**config.mk**
```make
export PLATFORM = sky130hd
export DESIGN_NAME = fp_mc_seq
export DESIGN_NICKNAME = d
export VERILOG_FILES = /design/src/rtl/fp_mc_seq_pkg.sv /design/src/rtl/fp_mc_seq_timer.sv /design/src/rtl/fp_mc_seq.sv
export SDC_FILE = /design/constraint.sdc
export NUM_CORES = 1
export LEC_CHECK = 0
export ABC_CLOCK_PERIOD_IN_PS = 5200
export CAP_MARGIN = 20
export CORE_ASPECT_RATIO = 0.9
export CORE_MARGIN = 1.5
export CORE_UTILIZATION = 26
export DETAILED_ROUTE_END_ITERATION = 12
export GPL_TIMING_DRIVEN = 0
export SYNTH_ARGS = -nofsm -noshare
export SYNTH_HDL_FRONTEND = slang
export SYNTH_SLANG_ARGS = --single-unit
export TNS_END_PERCENT = 5
```
**constraint.sdc**
```tcl
create_clock -name clk -period 5.2 [get_ports clk]
set_clock_uncertainty 0.1 [all_clocks]
set_input_delay 1.04 -clock clk [delete_from_list [all_inputs] [get_ports clk]]
set_output_delay 1.04 -clock clk [all_outputs]
set_load 0.1 [all_outputs]
```
**src/rtl/fp_mc_seq_pkg.sv**
```systemverilog
// Shared definitions for the multi-cycle FP sequencer: state encoding,
// canonical NaN, fflags bit positions and the fp_ALUCtrl codes of the
// multi-cycle ops (the same values ctrl_unit drives).
package fp_mc_seq_pkg;

  // Sequencer states, 2-bit encoding.
  typedef enum logic [1:0] {
    ST_IDLE  = 2'b00,
    ST_ISSUE = 2'b01,
    ST_WAIT  = 2'b10,
    ST_WB    = 2'b11
  } state_e;

  // RISC-V canonical quiet NaN, written back when the unit never answers.
  localparam logic [31:0] FP_CANON_NAN = 32'h7FC0_0000;

  // fflags layout {NV,DZ,OF,UF,NX}.
  localparam int unsigned FFLAG_W  = 5;
  localparam int unsigned FFLAG_NV = 4;

  // Flags reported for a timeout abort: invalid operation only.
  localparam logic [FFLAG_W-1:0] FFLAGS_TIMEOUT = FFLAG_W'(1) << FFLAG_NV;

  // fp_ALUCtrl codes of the ops routed through this sequencer.
  localparam logic [3:0] FP_OP_FDIV  = 4'd3;
  localparam logic [3:0] FP_OP_FSQRT = 4'd4;

endpackage

```
**src/rtl/fp_mc_seq_timer.sv**
```systemverilog
// Wait-cycle counter for the multi-cycle FP sequencer. Cleared on issue,
// advanced once per WAIT cycle, and flags expiry on its last allowed cycle.
module fp_mc_timer #(
  parameter int unsigned TIMEOUT = 64
) (
  input  logic clk,
  input  logic rst_n,
  input  logic clr_i,
  input  logic en_i,
  output logic expire_o
);

  localparam int unsigned CW = $clog2(TIMEOUT);

  logic [CW-1:0] count_q;
  logic [CW-1:0] count_d;

  // Next count: clear has priority over increment.
  always_comb begin
    // NOTE: every signal driven here gets a default first, so no path leaves
    // it unassigned and no latch is inferred.
    count_d = count_q;
    if (clr_i) begin
      count_d = '0;
    end else if (en_i) begin
      count_d = count_q + CW'(1);
    end
  end

  // Count register.
  always_ff @(posedge clk or negedge rst_n) begin
    // NOTE: sequential state uses non-blocking assignments so every register
    // samples pre-edge values regardless of block ordering.
    if (!rst_n) begin
      count_q <= '0;
    end else begin
      count_q <= count_d;
    end
  end

  assign expire_o = (count_q == CW'(TIMEOUT - 1));

endmodule

```
**src/rtl/fp_mc_seq.sv**
```systemverilog
// Sequencer for multi-cycle FP ops (fdiv.s, fsqrt.s). Freezes the fetch PC
// while an op is in flight, latches operands and rd, pulses start to the
// iterative unit, waits for done or a timeout, then issues a one-cycle FP
// register-file write and accrues fflags.
module fp_mc_seq
  import fp_mc_seq_pkg::*;
#(
  parameter int unsigned XLEN    = 32,
  parameter int unsigned OPW     = 4,
  parameter int unsigned TIMEOUT = 64
) (
  input  logic               clk,
  input  logic               reset,
  input  logic               op_valid,
  input  logic [OPW-1:0]     op_code,
  input  logic [4:0]         op_rd,
  input  logic [XLEN-1:0]    op_a,
  input  logic [XLEN-1:0]    op_b,
  output logic               unit_start,
  output logic [OPW-1:0]     unit_op,
  output logic [XLEN-1:0]    unit_a,
  output logic [XLEN-1:0]    unit_b,
  input  logic               unit_done,
  input  logic [XLEN-1:0]    unit_result,
  input  logic [FFLAG_W-1:0] unit_flags,
  output logic               stall,
  output logic               wb_en,
  output logic [4:0]         wb_rd,
  output logic [XLEN-1:0]    wb_data,
  input  logic               fflags_clr,
  output logic [FFLAG_W-1:0] fflags_acc,
  output logic               timeout_err
);

  state_e             state_q,  state_d;
  logic [OPW-1:0]     op_q,     op_d;
  logic [4:0]         rd_q,     rd_d;
  logic [XLEN-1:0]    a_q,      a_d;
  logic [XLEN-1:0]    b_q,      b_d;
  logic [XLEN-1:0]    result_q, result_d;
  logic [FFLAG_W-1:0] flags_q,  flags_d;
  logic [FFLAG_W-1:0] acc_q,    acc_d;
  logic               terr_q,   terr_d;

  logic timer_clr;
  logic timer_en;
  logic timer_expire;

  fp_mc_timer #(
    .TIMEOUT (TIMEOUT)
  ) u_timer (
    .clk      (clk),
    .rst_n    (reset),
    .clr_i    (timer_clr),
    .en_i     (timer_en),
    .expire_o (timer_expire)
  );

  // Next-state, operand capture, result capture and flag accrual.
  always_comb begin
    state_d   = state_q;
    op_d      = op_q;
    rd_d      = rd_q;
    a_d       = a_q;
    b_d       = b_q;
    result_d  = result_q;
    flags_d   = flags_q;
    acc_d     = acc_q;
    terr_d    = terr_q;
    timer_clr = 1'b0;
    timer_en  = 1'b0;

    // A clear outside WB simply empties the accumulator.
    if (fflags_clr) begin
      acc_d = '0;
    end

    case (state_q)
      ST_IDLE: begin
        if (op_valid) begin
          op_d    = op_code;
          rd_d    = op_rd;
          a_d     = op_a;
          b_d     = op_b;
          state_d = ST_ISSUE;
        end
      end
      ST_ISSUE: begin
        timer_clr = 1'b1;
        state_d   = ST_WAIT;
      end
      ST_WAIT: begin
        // A real answer on the last allowed cycle still beats the abort.
        if (unit_done) begin
          result_d = unit_result;
          flags_d  = unit_flags;
          state_d  = ST_WB;
        end else if (timer_expire) begin
          result_d = XLEN'(FP_CANON_NAN);
          flags_d  = FFLAGS_TIMEOUT;
          terr_d   = 1'b1;
          state_d  = ST_WB;
        end else begin
          timer_en = 1'b1;
        end
      end
      ST_WB: begin
        // Clear applies before the retiring op's flags are merged in.
        acc_d   = (fflags_clr ? '0 : acc_q) | flags_q;
        state_d = ST_IDLE;
      end
      default: begin
        state_d = ST_IDLE;
      end
    endcase
  end

  // State and datapath registers.
  always_ff @(posedge clk or negedge reset) begin
    // NOTE: every register here is a handful of flops, not a memory, so all
    // of them are reset and no X ever reaches the unit or the regfile.
    if (!reset) begin
      state_q  <= ST_IDLE;
      op_q     <= '0;
      rd_q     <= '0;
      a_q      <= '0;
      b_q      <= '0;
      result_q <= '0;
      flags_q  <= '0;
      acc_q    <= '0;
      terr_q   <= 1'b0;
    end else begin
      state_q  <= state_d;
      op_q     <= op_d;
      rd_q     <= rd_d;
      a_q      <= a_d;
      b_q      <= b_d;
      result_q <= result_d;
      flags_q  <= flags_d;
      acc_q    <= acc_d;
      terr_q   <= terr_d;
    end
  end

  assign unit_start  = (state_q == ST_ISSUE);
  assign wb_en       = (state_q == ST_WB);
  // The accepting IDLE cycle already stalls so the PC never advances past
  // the op; gating with reset keeps the core free while reset is held.
  assign stall       = reset & (((state_q == ST_IDLE) & op_valid)
                                | (state_q == ST_ISSUE)
                                | (state_q == ST_WAIT));
  assign unit_op     = op_q;
  assign unit_a      = a_q;
  assign unit_b      = b_q;
  assign wb_rd       = rd_q;
  assign wb_data     = result_q;
  assign fflags_acc  = acc_q;
  assign timeout_err = terr_q;

endmodule

```
Fig. 1: metal 1
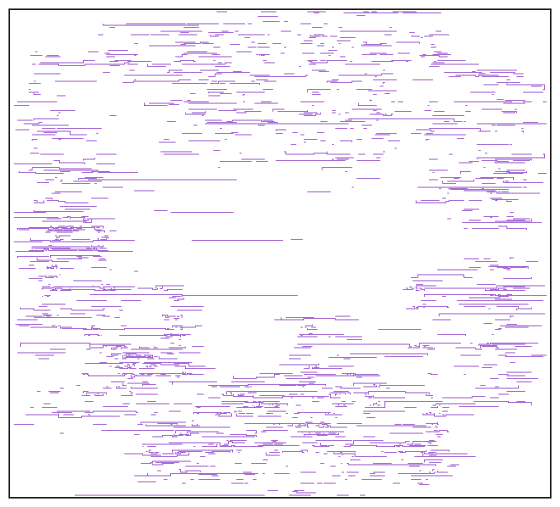
main direction: horizontal
wire length on this layer: 5990 um
nets with wire on the layer: 638
Total Wirelength: 14240 um
met1 track utilization from global routing: 0.1689
via count of the routed design: 3931

Fig. 2: cell outlines without signal wires
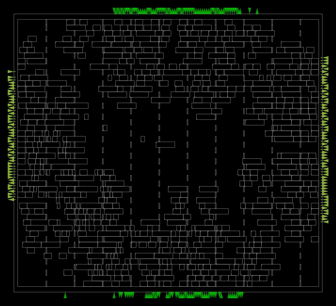
fraction of area in registers: 0.3709
final core utilization: 0.4353
non-filler instance count after layout: 880

==> run notes <==
The flow completed. Placer's final routability congestion estimate landed at 0.7800. Number of nets in the layout landed at 739. Buffers added to address setup during post-CTS repair amount to 0. Iteration-0 DRC count of the detailed router landed at 91. During I/O placement, the number of pins put on the boundary was 229. Placed cell count landed at 849. The run finished with clean final reports. In this run, synthesis produced a sequential element count of 124.

TritonRoute output was used to compute an average wire per cell of 16.18 um. Area added between synthesis and finish landed at 63.75%. Total of hold buffers inserted after clock tree synthesis landed at 0.

Warnings raised by the tools during the run amount to 30. CTS reports a maximum clock tree buffer depth of 2. Note that the worst hold path type here is flip-flop to flip-flop. STA classifies the critical path endpoint as an output port. Post-route antenna net violation count landed at 0. Critical path arrival landed at 3.40 ns. In this run, post-CTS repair resized a total of 0 instances. Number of synthesized flops with an enable pin landed at 0. Number of failing setup endpoints in the final timing report landed at 0. The first detailed-routing pass took 4 iterations. Looking at the max-slew report, the worst-margin pin has a slew of 1.055 ns. The share of the Yosys chip area taken by registers is 0.6074. The netlist uses 35 different library cells. The placement report lists the number of port buffers as 228. Post-synthesis average cell area landed at 13.81 um^2. Total die size landed at 20500 um^2. The clock period could shrink to 4.537 ns. Endpoint required time on the critical path landed at 4.06 ns. Per the final layout report, the fraction of cells sized above drive strength 1 comes to 0.2095. The number of antenna diodes in the final layout is 0.

Die height landed at 136.0 um. Total CTS buffers landed at 17. The via count of the first global-routing pass was 4287.

After detailed routing, the number of remaining DRC violations is 0. Highest fanout seen on the critical path landed at 10. The synth_stat.txt file lists the number of cells as 370. Setup repair after global routing left no endpoint under its margin. For reference, the top cells by count after synthesis are 124 x dfrtp_1, 76 x mux2_2, 32 x nor2b_1. The initial antenna violation count is 0.

The first global-routing pass estimated 22320 um of wire. Per the synth stats, the proportion of register bits with asynchronous set or reset is 1.000. The flow reports an fmax of 220.4 MHz. The area fraction of the largest cell type after synthesis is 0.6074. Count of yosys warnings during synthesis landed at 0.
Fig. 3: cell area per tile
The die is cut into 15 by 14 equal tiles; white is low, dark blue is high, 0 to 100% covered.
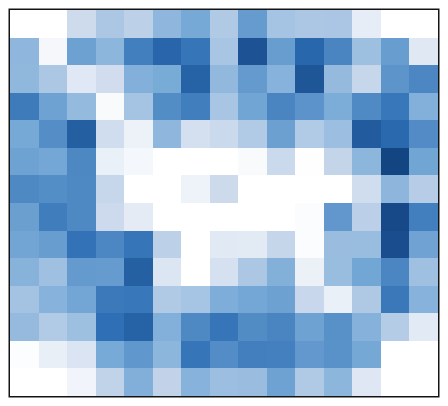
tiles over 75% full: 6.2%
nearly empty tiles: 14%
emptiest ninth of the die: middle
fullest tile: 92%
mean over tiles: 39%
floorplan core area: 19220 um^2
fp_density: 0.2658

final timing paths:
path	startpoint	end	slack, ns	cells after the start
max	op_valid	stall	0.66	6
min	timeout_err$_DFFE_PN0P_	timeout_err$_DFFE_PN0P_	0.37	1
max reg2reg	state_q[0]$_DFFE_PN0P_	wb_data[24]$_DFFE_PN0P_	3.18	6
min reg2reg	timeout_err$_DFFE_PN0P_	timeout_err$_DFFE_PN0P_	0.37	1
max in group asynchronous	reset	unit_a[28]$_DFFE_PN0P_	3.78	2
min in group asynchronous	reset	u_timer.count_q[2]$_DFFE_PN0P_	0.49	1
flip-flops by register name, indices dropped and copies added (netlist names), 2 cells and up:
register,count
fflags_acc,5
flags_q,5
state_q,2
u_timer.count_q,6
unit_a,32
unit_b,32
unit_op,4
wb_data,32
wb_rd,5
per-stage QoR:
| stage | area (um^2) | setup slack [ns] |
|---|---|---|
| 3_3_place_gp | 7704 | -3.121 |
| 2_1_floorplan | 5109 | 0.1550 |
| 3_5_place_dp | 7732 | 0.6169 |
| 5_1_grt | 8366 | 0.5247 |
| 6_report | 8366 | 0.6628 |
| 4_1_cts | 8366 | 0.5963 |
area by class of cell:
class                           instances  area (um^2)
Multi-Input combinational cell        208         1818
Tap cell                              250        312.8
Timing Repair Buffer                  229         2311
Clock inverter                         11        166.4
Clock buffer                           20        466.7
Sequential cell                       124         3103
Fill cell                            1785        10850
Inverter                               17        63.81
Buffer                                 21        123.9
critical path, cell delays in order:
cell and delay, ns:
clkdlybuf4s50_1 0.46, nand2_1 0.07, buf_2 0.21, buf_2 0.24, a21boi_0 0.19, clkdlybuf4s50_1 1.16
logic make-up (layout without fill, tap and decap cells):
kind of cell               Yosys count  count (layout)  synth area share
and+or+nand+nor                     61              61           0.06735
buffers and inverters               38             298           0.03673
muxes                               78              78            0.1717
DFF                                124             124            0.6074
adders and majority gates            6               6           0.01469
AOI/OAI and AO/OA                   63              63            0.1021
layer usage:
layer | GRT usage | vias up | wire length, um
li1 | - | 1820 | -
met1 | 0.1689 | 1970 | 5988
met2 | 0.2445 | 130 | 7323
met3 | 0.04966 | 11 | 779
met4 | 0.03991 | 0 | 145
met5 | 0 | - | 0
cells in the final DEF (no fill, tap or decap), drive strengths merged:
cell,netlist,layout
dfrtp,124,124
clkinv,0,4
a21oi,13,13
a31o,1,1
nand2,10,10
and3,1,1
inv,17,17
o211a,1,1
a21boi,1,1
nand3,2,2
clkinvlp,0,3
nor4b,1,1
o211ai,2,2
nor2b,32,32
mux2,77,77
mux2i,1,1
or2,1,1
o21ai,5,5
nor3,1,1
nor3b,1,1
a221o,27,27
and2,2,2
nor2,6,6
ha,6,6
bufinv,0,4
buf,16,18
a2111oi,1,1
a211oi,2,2
clkdlybuf4s50,0,227
o22ai,10,10
nand2b,4,4
clkbuf,5,25
